--- src/rtl/misr_compactor_if.sv ---
// Bus bundle for misr_compactor: session control, response words and
// signature/status readback. The optional data_mask member exists only when
// MISR_X_MASK_EN is defined.
interface misr_compactor_if #(
  parameter int N     = 16,
  parameter int CNT_W = 11
);
  logic             start;
  logic             data_valid;
  logic [N:0]       data_in;
`ifdef MISR_X_MASK_EN
  logic [N:0]       data_mask;
`endif
  logic             busy;
  logic             done;
  logic             pass;
  logic [N:0]       signature;
  logic [CNT_W-1:0] pattern_count;

  // Side that drives the session (BIST controller / CUT response path)
  modport master (
    output start, data_valid, data_in,
`ifdef MISR_X_MASK_EN
    output data_mask,
`endif
    input  busy, done, pass, signature, pattern_count
  );

  // Side implemented by the compactor
  modport slave (
    input  start, data_valid, data_in,
`ifdef MISR_X_MASK_EN
    input  data_mask,
`endif
    output busy, done, pass, signature, pattern_count
  );
endinterface

--- src/rtl/misr_compactor.sv ---
// Multiple-input signature register compacting CUT response words into an
// (N+1)-bit signature over NUM_PATTERNS valid words, then flagging pass when
// the final signature equals GOLDEN.
// Optional feature macro: MISR_X_MASK_EN adds bus.data_mask, whose set bits
// force the matching data_in bits to 0 before compaction.
module misr_compactor #(
  parameter int         N            = 16,
  parameter logic [N:0] SEED         = {{N{1'b0}}, 1'b1},
  parameter int         NUM_PATTERNS = 1024,
  parameter logic [N:0] GOLDEN       = '0,
  parameter int         CNT_W        = $clog2(NUM_PATTERNS + 1)
) (
  input  logic           clk,
  input  logic           reset,
  misr_compactor_if.slave bus
);

  typedef enum logic [1:0] {
    S_IDLE,
    S_RUN,
    S_DONE
  } state_t;

  state_t           state_q, state_d;
  logic [N:0]       signature_q, signature_d;
  logic [CNT_W-1:0] count_q, count_d;

  logic [N:0] word;       // response word after optional X masking
  logic [N:0] shifted;    // signature shifted toward bit 0 with feedback on top
  logic [N:0] compacted;  // candidate next signature
  logic       fb;
  logic       last_word;
  logic       accept;
  logic       start_ok;

  genvar gi;

`ifdef MISR_X_MASK_EN
  for (gi = 0; gi <= N; gi++) begin : g_mask
    assign word[gi] = bus.data_in[gi] & ~bus.data_mask[gi];
  end
`else
  assign word = bus.data_in;
`endif

  // Feedback polynomial taps depend on the signature width
  if (N == 16) begin : g_taps_16
    assign fb = signature_q[16] ^ signature_q[15] ^ signature_q[13] ^
                signature_q[4]  ^ signature_q[0];
  end else if (N == 130) begin : g_taps_130
    assign fb = signature_q[130] ^ signature_q[129] ^ signature_q[128] ^
                signature_q[125] ^ signature_q[0];
  end else if (N == 131) begin : g_taps_131
    assign fb = signature_q[131] ^ signature_q[129] ^ signature_q[128] ^
                signature_q[123] ^ signature_q[0];
  end else begin : g_taps_unsupported
    $error("misr_compactor: unsupported N=%0d (use 16, 130 or 131)", N);
    assign fb = 1'b0;
  end

  for (gi = 0; gi < N; gi++) begin : g_shift
    assign shifted[gi] = signature_q[gi+1];
  end
  assign shifted[N] = fb;
  assign compacted  = shifted ^ word;

  assign start_ok  = bus.start && ((state_q == S_IDLE) || (state_q == S_DONE));
  assign accept    = (state_q == S_RUN) && bus.data_valid;
  assign last_word = (count_q == CNT_W'(NUM_PATTERNS - 1));

  // State register
  always_ff @(posedge clk) begin
    if (reset) begin
      state_q <= S_IDLE;
    end else begin
      state_q <= state_d;
    end
  end

  // Next-state logic
  always_comb begin
    state_d = state_q;
    case (state_q)
      S_IDLE:  if (bus.start) state_d = S_RUN;
      S_RUN:   if (bus.data_valid && last_word) state_d = S_DONE;
      S_DONE:  if (bus.start) state_d = S_RUN;
      default: state_d = S_IDLE;
    endcase
  end

  // Datapath next values: seed on start, compact on accepted words, else hold
  always_comb begin
    signature_d = signature_q;
    count_d     = count_q;
    if (start_ok) begin
      signature_d = SEED;
      count_d     = '0;
    end else if (accept) begin
      signature_d = compacted;
      count_d     = count_q + CNT_W'(1);
    end
  end

  // Datapath registers
  always_ff @(posedge clk) begin
    if (reset) begin
      signature_q <= '0;
      count_q     <= '0;
    end else begin
      signature_q <= signature_d;
      count_q     <= count_d;
    end
  end

  // Status outputs decoded from registered state
  always_comb begin
    bus.busy          = (state_q == S_RUN);
    bus.done          = (state_q == S_DONE);
    bus.pass          = (state_q == S_DONE) && (signature_q == GOLDEN);
    bus.signature     = signature_q;
    bus.pattern_count = count_q;
  end

endmodule

--- src/flat_wrapper.sv ---
// flat-port wrapper written by rule: the top's interface ports become plain ports
module misr_compactor_flat 
#(
  parameter int         N            = 16,
  parameter logic [N:0] SEED         = {{N{1'b0}}, 1'b1},
  parameter int         NUM_PATTERNS = 1024,
  parameter logic [N:0] GOLDEN       = '0,
  parameter int         CNT_W        = $clog2(NUM_PATTERNS + 1)
)
  (clk, reset, bus_start, bus_data_valid, bus_data_in, bus_busy, bus_done, bus_pass, bus_signature, bus_pattern_count);
  misr_compactor_if #(.N(N), .CNT_W(CNT_W)) bus_i ();
  input  logic clk;
  input  logic reset;
  input wire logic [$bits(bus_i.start)-1:0] bus_start;
  input wire logic [$bits(bus_i.data_valid)-1:0] bus_data_valid;
  input wire logic [$bits(bus_i.data_in)-1:0] bus_data_in;
  output wire logic [$bits(bus_i.busy)-1:0] bus_busy;
  output wire logic [$bits(bus_i.done)-1:0] bus_done;
  output wire logic [$bits(bus_i.pass)-1:0] bus_pass;
  output wire logic [$bits(bus_i.signature)-1:0] bus_signature;
  output wire logic [$bits(bus_i.pattern_count)-1:0] bus_pattern_count;
  assign bus_i.start = bus_start;
  assign bus_i.data_valid = bus_data_valid;
  assign bus_i.data_in = bus_data_in;
  assign bus_busy = bus_i.busy;
  assign bus_done = bus_i.done;
  assign bus_pass = bus_i.pass;
  assign bus_signature = bus_i.signature;
  assign bus_pattern_count = bus_i.pattern_count;
  misr_compactor #(.N(N), .SEED(SEED), .NUM_PATTERNS(NUM_PATTERNS), .GOLDEN(GOLDEN), .CNT_W(CNT_W)) u_core (.clk(clk), .reset(reset), .bus(bus_i));
endmodule
--- config.mk ---
export PLATFORM = sky130hd
export DESIGN_NAME = misr_compactor_flat
export DESIGN_NICKNAME = d
export VERILOG_FILES = /design/src/rtl/misr_compactor_if.sv /design/src/rtl/misr_compactor.sv /design/src/flat_wrapper.sv
export SDC_FILE = /design/constraint.sdc
export NUM_CORES = 1
export LEC_CHECK = 0
export ABC_CLOCK_PERIOD_IN_PS = 1800
export CAP_MARGIN = 5
export CORE_MARGIN = 1
export CORE_UTILIZATION = 43
export DETAILED_ROUTE_END_ITERATION = 16
export HOLD_SLACK_MARGIN = 0.12
export PLACE_DENSITY = 0.78
export SLEW_MARGIN = 20
export SYNTH_ARGS = -nofsm -noshare
export SYNTH_HDL_FRONTEND = slang
export SYNTH_SLANG_ARGS = --single-unit
--- constraint.sdc ---
create_clock -name clk -period 1.8 [get_ports clk]
set_clock_uncertainty 0.1 [all_clocks]
set_input_delay 0.18 -clock clk [delete_from_list [all_inputs] [get_ports clk]]
set_output_delay 0.18 -clock clk [all_outputs]
set_load 0.01 [all_outputs]
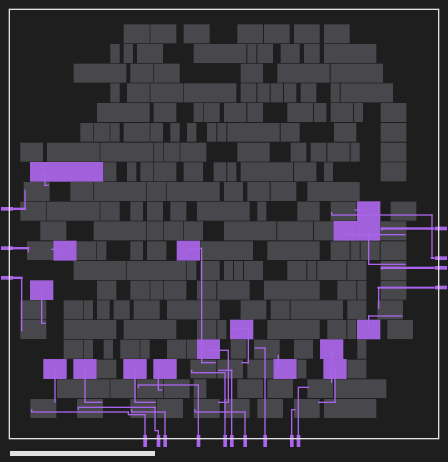
Fig. 1. I/O nets highlighted.
The bar under the picture is 20 microns long.
legend:
  `bus_data_in`:
    color: purple
    direction: input
    edge: 10 bottom, 4 right, 3 left
    end_cells: 17
    buffers: 17
    wire: 288 microns
boundary pin count: 52
quantity of I/O buffers inserted on ports: 51

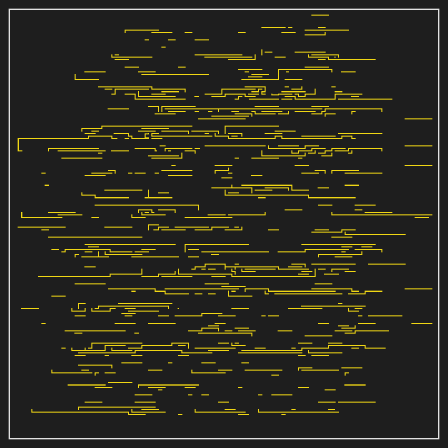
Fig. 2. Metal 1.
share of all routed wire: 46%
longest straight run: 21.6 microns
main direction: horizontal
global-route met1 utilization: 26.3%
final routed wirelength across all metal layers: 3210 microns

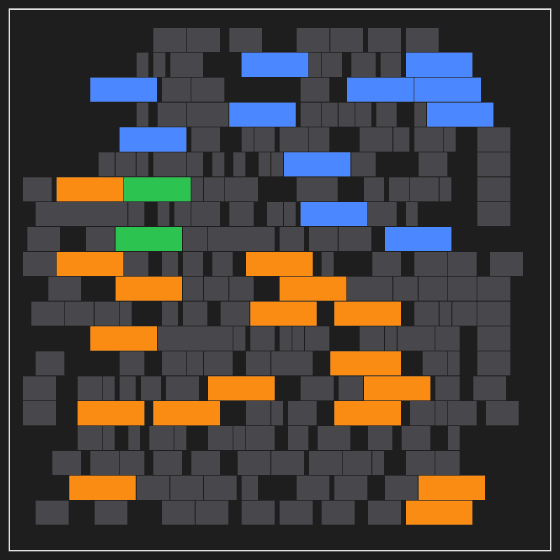
Fig. 3. Where the registers sit.
Other cells in gray.
legend:
  `u_core.bus.signature`:
    color: orange
    flops: 17
  `u_core.bus.pattern_count`:
    color: blue
    flops: 11
  `u_core.state_q`:
    color: green
    flops: 2
final standard cell utilization of the core: 68.3%
power dissipated in sequential cells: 702 uW

==> reports/qor_table.md <==
| Parameter | Value | Unit |
| --- | --- | --- |
| Run status | finished, violations left | - |
| R2R depth | 5 | - |
| Post-CTS Setup Inserts | 0 | - |
| Per-cell routed wire length | 12.4 | microns |
| Core region area | 3080 | sq um |
| Highest-delay cell along the critical path | sky130_fd_sc_hd__or4_4 | - |
| Largest net degree at the start of global routing | 35 | - |
| Place WS | -0.242 | ns |
| Yosys warnings | 0 | - |
| Antenna Cells | 0 | - |
| Remaining global-route overflow | 0 | - |
| Class of the worst hold path | in2reg | - |
| HPWL after detailed placement | 2440 | microns |
| Fraction of power consumed by sequential logic | 51.2 | % |
| Standard cell area after detailed placement | 2040 | sq um |
| Top post-synthesis cells by count | sky130_fd_sc_hd__dfxtp_1 (30), sky130_fd_sc_hd__nor2_1 (25), sky130_fd_sc_hd__xnor2_1 (18) | - |
| Floorplan Utilization | 45.4 | % |
| Violations in the final reports | setup timing | - |
| Portion of the post-synthesis area used by sequential elements | 42.9 | % |
| Least setup slack across all paths after layout | -0.142 | ns |
| Comb. pwr | 255 | uW |
| Count of cell types in the netlist | 31 | - |
| Most common cell in the synthesized netlist | sky130_fd_sc_hd__dfxtp_1 | - |
| Worst Hold Launch | reset | - |
| Transition time of the tightest slew-check pin | 0.268 | ns |
| Share of layout cells above drive strength 1 | 12.1 | % |
| Count of tool warnings | 28 | - |
| Max-cap violations | 0 | - |
| First-pass DRT Iterations | 4 | - |
| Maximum fanout encountered on the critical timing path | 2 | - |
| TritonCTS Sinks | 30 | - |
| Proportion of synthesized area in mux cells | 0 | % |
| Setup tns final | -0.142 | ns |
| Post-Route Hold Slack | 0.363 | ns |
| Count of instantiated cells in the yosys netlist | 151 | - |
| Timing-limited maximum frequency | 515 | MHz |
| Hold Vio Cnt, Final | 0 | - |
| Most frequently used flop master after synthesis | sky130_fd_sc_hd__dfxtp_1 | - |
| Global-route usage over all layers | 20.8 | % |
| CTS tree | done | - |
| Top post-synthesis cells by area | sky130_fd_sc_hd__dfxtp_1 (43%), sky130_fd_sc_hd__xnor2_1 (11%), sky130_fd_sc_hd__a211oi_1 (8.1%) | - |
| Number of flip-flops and latches in the synthesized netlist | 30 | - |
| Post-detailed-route DRC marker count | 0 | - |
| Max stage delay on crit path | 0.53 | ns |
| Cells after Synth | 151 | - |
| Final period demand of the worst path | 1.94 | ns |
| Number of antenna violations at the first check in global routing | 0 | - |
| Biggest area consumer among synthesized cells | sky130_fd_sc_hd__dfxtp_1 | - |
| Synthesized Nets | 173 | - |
| Final Cycle Share | 108 | % |
| Endpoints failing setup | 1 | - |
| RSZ-0062 raised after global routing | true | - |
| Crit path DAT | 1.66 | ns |
| Capturing element type of the critical path | output pin | - |
| CTS Root Cell | sky130_fd_sc_hd__clkbuf_4 | - |
| Standby leakage power | 0.761 | nW |
| Floorplan die area | 3490 | sq um |
| Overall power consumption | 1.37 | mW |
| Cell-internal power | 1.02 | mW |
| Simple Share, Synth | 21.0 | % |
| Switch share | 25.2 | % |
| Flip-flops with a built-in enable | 0 | - |
[what timing repair did]
| action | CTS | global route |
|---|---|---|
| endpoints found under the setup margin | 2 | 2 |
| hold buffers | 0 | 0 |
| gates resized | 7 | 2 |
| pin swaps | 3 | 1 |
[worst max-delay path, delay by kind of cell, from the launching register on]
kind	cells	cell delay [ns]
and+or+nand+nor	3	0.90
buffers and inverters	1	0.13
DFF	1	0.32
[worst max path at each step]
stage | from | end | cells past startpoint
after floorplan | u_core.bus.signature[4] | u_core.bus.signature[16] | 4
after global placement | u_core.bus.signature[3] | bus_pass | 4
after detailed placement | u_core.bus.signature[3] | bus_pass | 4
after CTS | u_core.bus.signature[6] | bus_pass | 4
after global routing | u_core.bus.signature[6] | bus_pass | 4
final | u_core.bus.signature[6] | bus_pass | 4
[kinds of logic after synthesis]
family,Yosys count
xor+xnor,28
compound gates,25
fa+ha+maj,1
flops,30
simple gates,57
buf+inv,10
[sequential cells by signal, indices dropped and copies added (netlist names)]
signal	cells
u_core.bus.signature	17
u_core.bus.pattern_count	11
u_core.state_q	2
[routing by layer]
| metal | GRT usage [%] | routed length, microns | vias up |
|---|---|---|---|
| met4 | 12.9 | 66 | 0 |
| met3 | 4.80 | 131 | 4 |
| met2 | 32.3 | 1540 | 36 |
| met1 | 26.3 | 1470 | 584 |
| li1 | - | - | 657 |
| met5 | 0 | 0 | - |
[final cells by class]
cell class                      count  area, sq um  share of cell area [%]
Tap cell                           44         55.1                    2.62
Inverter                            2         7.51                   0.357
Clock buffer                        7         55.1                    2.62
Multi-Input combinational cell    111          762                    36.2
Sequential cell                    30          602                    28.6
Timing Repair Buffer               64          617                    29.3
Clock inverter                      1         5.00                   0.238
Power figures rest on the tool's default switching activity, not on a simulated workload.
